Figure 1. Placed standard cells.
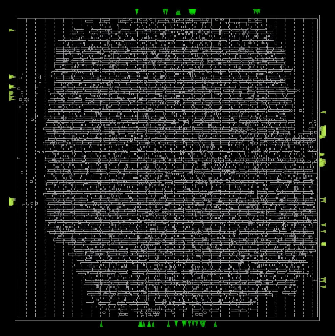
Figure 2. Routed metal, one color a layer.
Drawn at 1 px/micron. Two of the layers only.
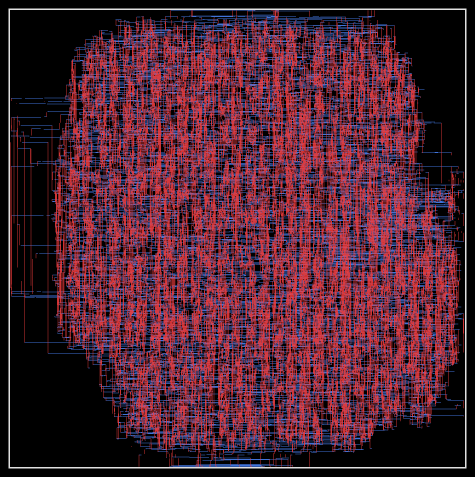
Figure 3. Met3 routing.
Drawn at 1 px/micron.
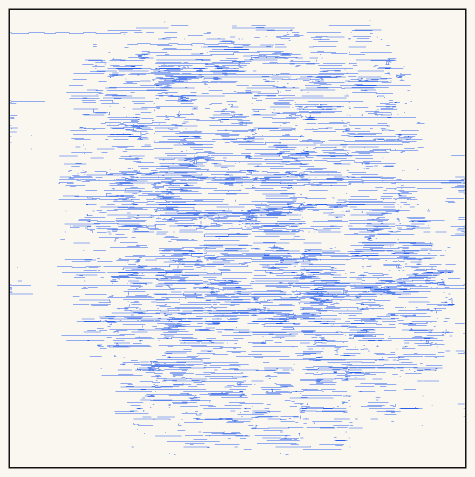
--- src/rtl/conv_lane_serializer.sv ---
// conv_lane_serializer: captures the parallel conv_unit output lanes as one word
// per cycle into a FIFO, then replays the valid lanes of each word as a single
// serial AXI-stream. conv_unit cannot be stalled by ready, so it is throttled
// through upstream_en while enough headroom remains for its in-flight results.
module conv_lane_serializer #(
  parameter int DATA_WIDTH   = 16,
  parameter int KERNEL_W_MAX = 3,
  parameter int TUSER_WIDTH  = 4,
  parameter int DEPTH        = 32,
  parameter int MARGIN       = 27
) (
  input  logic                                      aclk,
  input  logic                                      aresetn,
  input  logic [KERNEL_W_MAX-1:0]                   s_valid,
  input  logic [KERNEL_W_MAX-1:0][DATA_WIDTH-1:0]   s_data,
  input  logic [KERNEL_W_MAX-1:0]                   s_last,
  input  logic [KERNEL_W_MAX-1:0][TUSER_WIDTH-1:0]  s_user,
  output logic                                      upstream_en,
  output logic                                      m_valid,
  input  logic                                      m_ready,
  output logic [DATA_WIDTH-1:0]                     m_data,
  output logic                                      m_last,
  output logic [TUSER_WIDTH-1:0]                    m_user,
  output logic                                      overflow
);

  localparam int AW = $clog2(DEPTH);
  localparam int CW = AW + 1;
  localparam int LW = (KERNEL_W_MAX > 1) ? $clog2(KERNEL_W_MAX) : 1;
  localparam logic [CW-1:0] DEPTH_C  = CW'(DEPTH);
  localparam logic [CW-1:0] THRESH_C = CW'(DEPTH - MARGIN);

  typedef enum logic {S_IDLE, S_EMIT} state_t;

  typedef logic [KERNEL_W_MAX-1:0][DATA_WIDTH-1:0]  data_vec_t;
  typedef logic [KERNEL_W_MAX-1:0][TUSER_WIDTH-1:0] user_vec_t;

  // Lowest set lane of a mask (0 when the mask is empty).
  function automatic logic [LW-1:0] f_lowest(input logic [KERNEL_W_MAX-1:0] m);
    f_lowest = '0;
    for (int i = KERNEL_W_MAX - 1; i >= 0; i--)
      if (m[i]) f_lowest = LW'(i);
  endfunction

  // True when some lane above 'lane' is set in the mask.
  function automatic logic f_has_above(input logic [KERNEL_W_MAX-1:0] m,
                                       input logic [LW-1:0] lane);
    f_has_above = 1'b0;
    for (int i = 0; i < KERNEL_W_MAX; i++)
      if (m[i] && (i > int'(lane))) f_has_above = 1'b1;
  endfunction

  // Nearest set lane above 'lane'; only meaningful when f_has_above is true.
  function automatic logic [LW-1:0] f_next_above(input logic [KERNEL_W_MAX-1:0] m,
                                                 input logic [LW-1:0] lane);
    f_next_above = lane;
    for (int i = KERNEL_W_MAX - 1; i >= 0; i--)
      if (m[i] && (i > int'(lane))) f_next_above = LW'(i);
  endfunction

  // Word storage: data path only, never reset.
  data_vec_t               r_mem_data  [DEPTH];
  user_vec_t               r_mem_user  [DEPTH];
  logic [KERNEL_W_MAX-1:0] r_mem_mask  [DEPTH];
  logic                    r_mem_wlast [DEPTH];

  logic [AW-1:0]   r_wr_ptr, r_rd_ptr;
  logic [CW-1:0]   r_count;
  logic [LW-1:0]   r_lane;
  state_t          r_state;
  logic            r_up_en, r_overflow, r_m_last;
  logic [DATA_WIDTH-1:0]  r_m_data;
  logic [TUSER_WIDTH-1:0] r_m_user;

  logic                    w_push, w_in_wlast, w_more, w_hs, w_pop, w_accept;
  logic [CW-1:0]           w_count_nxt;
  logic [KERNEL_W_MAX-1:0] w_head_mask;
  logic                    w_head_wlast;
  state_t                  w_state_nxt;
  logic                    w_load, w_adv, w_src_in;
  logic [AW-1:0]           w_src_ptr;
  logic [KERNEL_W_MAX-1:0] w_src_mask;
  data_vec_t               w_src_data;
  user_vec_t               w_src_user;
  logic                    w_src_wlast;
  logic [LW-1:0]           w_load_lane, w_adv_lane;

  assign w_push       = |s_valid;
  assign w_in_wlast   = |(s_valid & s_last);
  assign w_head_mask  = r_mem_mask[r_rd_ptr];
  assign w_head_wlast = r_mem_wlast[r_rd_ptr];
  assign w_more       = f_has_above(w_head_mask, r_lane);
  assign w_hs         = (r_state == S_EMIT) && m_ready;
  assign w_pop        = w_hs && !w_more;
  // A full FIFO still takes a word when the head is retired on the same edge.
  assign w_accept     = w_push && ((r_count < DEPTH_C) || w_pop);
  assign w_count_nxt  = r_count + CW'(w_accept) - CW'(w_pop);

  // Output FSM next state and selection of the word the output register loads from.
  always_comb begin
    w_state_nxt = r_state;
    w_load      = 1'b0;
    w_adv       = 1'b0;
    w_src_in    = 1'b0;
    w_src_ptr   = r_rd_ptr;
    case (r_state)
      S_IDLE: begin
        if (r_count != '0) begin
          w_state_nxt = S_EMIT;
          w_load      = 1'b1;
        end
      end
      S_EMIT: begin
        if (w_hs) begin
          if (w_more) begin
            w_adv = 1'b1;
          end else if (r_count > CW'(1)) begin
            w_load    = 1'b1;
            w_src_ptr = r_rd_ptr + 1'b1;
          end else if (w_accept) begin
            // Only stored word is leaving; the word arriving now follows without a bubble.
            w_load   = 1'b1;
            w_src_in = 1'b1;
          end else begin
            w_state_nxt = S_IDLE;
          end
        end
      end
      default: w_state_nxt = S_IDLE;
    endcase
  end

  // Source word for a load: either the stored word at w_src_ptr or the incoming lanes.
  always_comb begin
    w_src_mask  = r_mem_mask[w_src_ptr];
    w_src_data  = r_mem_data[w_src_ptr];
    w_src_user  = r_mem_user[w_src_ptr];
    w_src_wlast = r_mem_wlast[w_src_ptr];
    if (w_src_in) begin
      w_src_mask  = s_valid;
      w_src_data  = s_data;
      w_src_user  = s_user;
      w_src_wlast = w_in_wlast;
    end
  end

  assign w_load_lane = f_lowest(w_src_mask);
  assign w_adv_lane  = f_next_above(w_head_mask, r_lane);

  // FIFO word storage write.
  always_ff @(posedge aclk) begin
    if (w_accept) begin
      r_mem_data[r_wr_ptr]  <= s_data;
      r_mem_user[r_wr_ptr]  <= s_user;
      r_mem_mask[r_wr_ptr]  <= s_valid;
      r_mem_wlast[r_wr_ptr] <= w_in_wlast;
    end
  end

  // FIFO pointers, occupancy, throttle and sticky overflow.
  always_ff @(posedge aclk) begin
    if (!aresetn) begin
      r_wr_ptr   <= '0;
      r_rd_ptr   <= '0;
      r_count    <= '0;
      r_up_en    <= 1'b0;
      r_overflow <= 1'b0;
    end else begin
      if (w_accept) r_wr_ptr <= r_wr_ptr + 1'b1;
      if (w_pop)    r_rd_ptr <= r_rd_ptr + 1'b1;
      r_count <= w_count_nxt;
      r_up_en <= (w_count_nxt <= THRESH_C);
      if (w_push && !w_accept) r_overflow <= 1'b1;
    end
  end

  // Output FSM state, lane pointer and output register.
  always_ff @(posedge aclk) begin
    if (!aresetn) begin
      r_state  <= S_IDLE;
      r_lane   <= '0;
      r_m_data <= '0;
      r_m_user <= '0;
      r_m_last <= 1'b0;
    end else begin
      r_state <= w_state_nxt;
      if (w_load) begin
        r_lane   <= w_load_lane;
        r_m_data <= w_src_data[w_load_lane];
        r_m_user <= w_src_user[w_load_lane];
        r_m_last <= w_src_wlast && !f_has_above(w_src_mask, w_load_lane);
      end else if (w_adv) begin
        r_lane   <= w_adv_lane;
        r_m_data <= r_mem_data[r_rd_ptr][w_adv_lane];
        r_m_user <= r_mem_user[r_rd_ptr][w_adv_lane];
        r_m_last <= w_head_wlast && !f_has_above(w_head_mask, w_adv_lane);
      end
    end
  end

  assign m_valid     = (r_state == S_EMIT);
  assign m_data      = r_m_data;
  assign m_user      = r_m_user;
  assign m_last      = r_m_last;
  assign upstream_en = r_up_en;
  assign overflow    = r_overflow;

endmodule
--- config.mk ---
export PLATFORM = sky130hd
export DESIGN_NAME = conv_lane_serializer
export DESIGN_NICKNAME = d
export VERILOG_FILES = /design/src/rtl/conv_lane_serializer.sv
export SDC_FILE = /design/constraint.sdc
export NUM_CORES = 2
export LEC_CHECK = 0
export CAP_MARGIN = 20
export CORE_AREA = 3 3 452 454
export DETAILED_ROUTE_END_ITERATION = 6
export DIE_AREA = 0 0 455 457
export GPL_ROUTABILITY_DRIVEN = 1
export HOLD_SLACK_MARGIN = 0.03
export MAX_ROUTING_LAYER = met4
export PLACE_DENSITY = 0.69
export SLEW_MARGIN = 20
export SYNTH_ARGS = -nofsm -noshare
export SYNTH_HDL_FRONTEND = slang
export SYNTH_SLANG_ARGS = --single-unit
--- constraint.sdc ---
create_clock -name aclk -period 6.4 [get_ports aclk]
set_input_delay 1.28 -clock aclk [delete_from_list [all_inputs] [get_ports aclk]]
set_output_delay 1.28 -clock aclk [all_outputs]
set_load 0.02 [all_outputs]
==> impl_metrics.yaml <==
# implementation run metrics
timing:
  final-setup-viol-count: 0
  relSlewSlack: 0.190
  tns_ns: 0
  finClkSkew_ns: 0.0348
  worst_hold_slack_ns: 0.532
  fin_crit_sh: 0.959
  rsz0062_at_grt: "no"
  finalHoldViolCount: 0
  setup_ws_ns: 0.262
  drv_slew: 0
global_route:
  grt_max_degree: 131
  antenna_found_initial: 17
  grt.busiest_layer: "met2"
  grt_pass1_vias: 69000
  groute.layer.met1.usage: 0.425
layout:
  seq_area_sq_um: 62500
  regMostFlops: "r_mem_data"
  drive_gt1_frac: 0.174
  buffers: 365
  area_dominant_class: "flip-flops and latches"
  final-clk-cell-share: 0.0625
  synthToLayoutAreaGrowth_pct: 12.2
  post-route-util: 0.562
  lay_top_count: "edfxtp_1"
  seq_area_frac: 0.555
  nClkBuffers: 262
  reg_top3: "r_mem_data (1536), r_mem_user (384), r_mem_mask (96)"
  comb.multi_input.count: 4681
  inverters: 19
  final-nonclk-buf-share: 0.0359
routing:
  wl_met2_microns: 150000
  viasPerCell: 7.00
  dr.pass1.iters: 7
  remaining_drc_errors: 2
  wl_met3_microns: 42800
  wl_met1_microns: 118000
  antenna_left: 0
placed_design:
  preCtsSetupSlack_ns: 0.390
  dpl_cell_area_sq_um: 105000
  io_buffers: 92
  dp_hpwl_microns: 175000
  gp_congestion: 0.912
synth:
  top_logic_kind: "multiplexers"
  synthCells: 7409
  common_cells: "2048 x edfxtp_1, 2010 x nand2_1, 931 x nand3_1"
  ys_async_sr_fraction: 0
  xor_area_frac: 0.00171
  ys_cells: 7409
  synth_warnings: 0
  synth_seq_share: 0.623
  ys_ff: 2095
  aoi_share: 0.0511
  top_cells_by_area: "edfxtp_1 61%, mux4_2 14%, nand2_1 7.5%, nand3_1 4.6%, a311oi_1 2.6%"
  top_area_frac: 0.614
  syn-cell-area_sq_um: 100000
  simple_gate_area_frac: 0.139
  synth_cell_types: 86
  yosysMostFrequentCell: "edfxtp_1"
  ys_area_sq_um: 100000
  synth.net_count: 7493
pwr:
  leakage_nw: 36.1
  p_switching_mw: 13.2
  largestPowerGroup: "registers"
  p_seq_frac: 0.397
  pg_comb_mw: 11.8
  powerDensity_nw_per_um2: 362
  combinationalPowerShare: 0.291
  p_int_mw: 27.5
  pg_clk_mw: 12.7
critical_path:
  slowest_stage: "xnor2_4"
  r2r_cells: 17
  cp_cell_sequence: "nor2b_1 > a22oi_1 > a21oi_1 > nor4_4 > a21oi_1 > nand3_1 > xnor2_4 > a32oi_1 > a311oi_1 > nor2_1 > a32oi_1 > nor2b_4 > buf_12 > mux2i_1 > nor2_1 > a31oi_1 > a31oi_1"
  path_class: "register to register"
  worst-path-buf-inv: 1
  critical_path_peak_fanout: 46
  crit_path_end_kind: "register"
  reg2reg_slack_ns: 0.26
  critical_path_required_ns: 7.11
outcome:
  status: "finished with violations"
  violations: "design-rule violations"
clocking:
  cts.sink_count: 2095
  ctsResizeCount: 0
  holdBufCountCts: 0
  numCtsBuffers: 207
  clk_pin_slew_ns: 0.06
  cts.root.buffer_cell: "clkbuf_16"
  cts_tree: "yes"
floorplan:
  die_w_microns: 455
  rows: 164
  core_util_floorplan: 0.501
  dieArea_sq_um: 208000
  ios: 93
  die.size.y_microns: 457
worst_hold_path:
  whs_path_depth: 2
  min_to: "overflow$_SDFFE_PN0P_"
  worstHoldStart: "overflow$_SDFFE_PN0P_"
run:
  maxCapViolations: 0
Back to the opening pictures, Figure 1:
Non-Filler Instances: 10200
Filler Cell Count: 15400
Std-Cell Core Area: 200000 sq um

Back to the opening pictures, Figure 2:
Key: blue = met1 [wire length 118 mm]; red = met2 [wire length 150 mm]
Detailed Route WL: 329000 microns
Tot GR Track Use: 0.321
vias: 71600
Avg WL per Cell: 32.2 microns

Back to the opening pictures, Figure 3:
1015 nets have wire on it. The layer holds 13% of the routed length. The wires run mostly horizontal. The longest straight run is 147 microns. The layer carries 42.8 mm of wire.

No activity file was given, so power comes from the tool's default toggle rates.
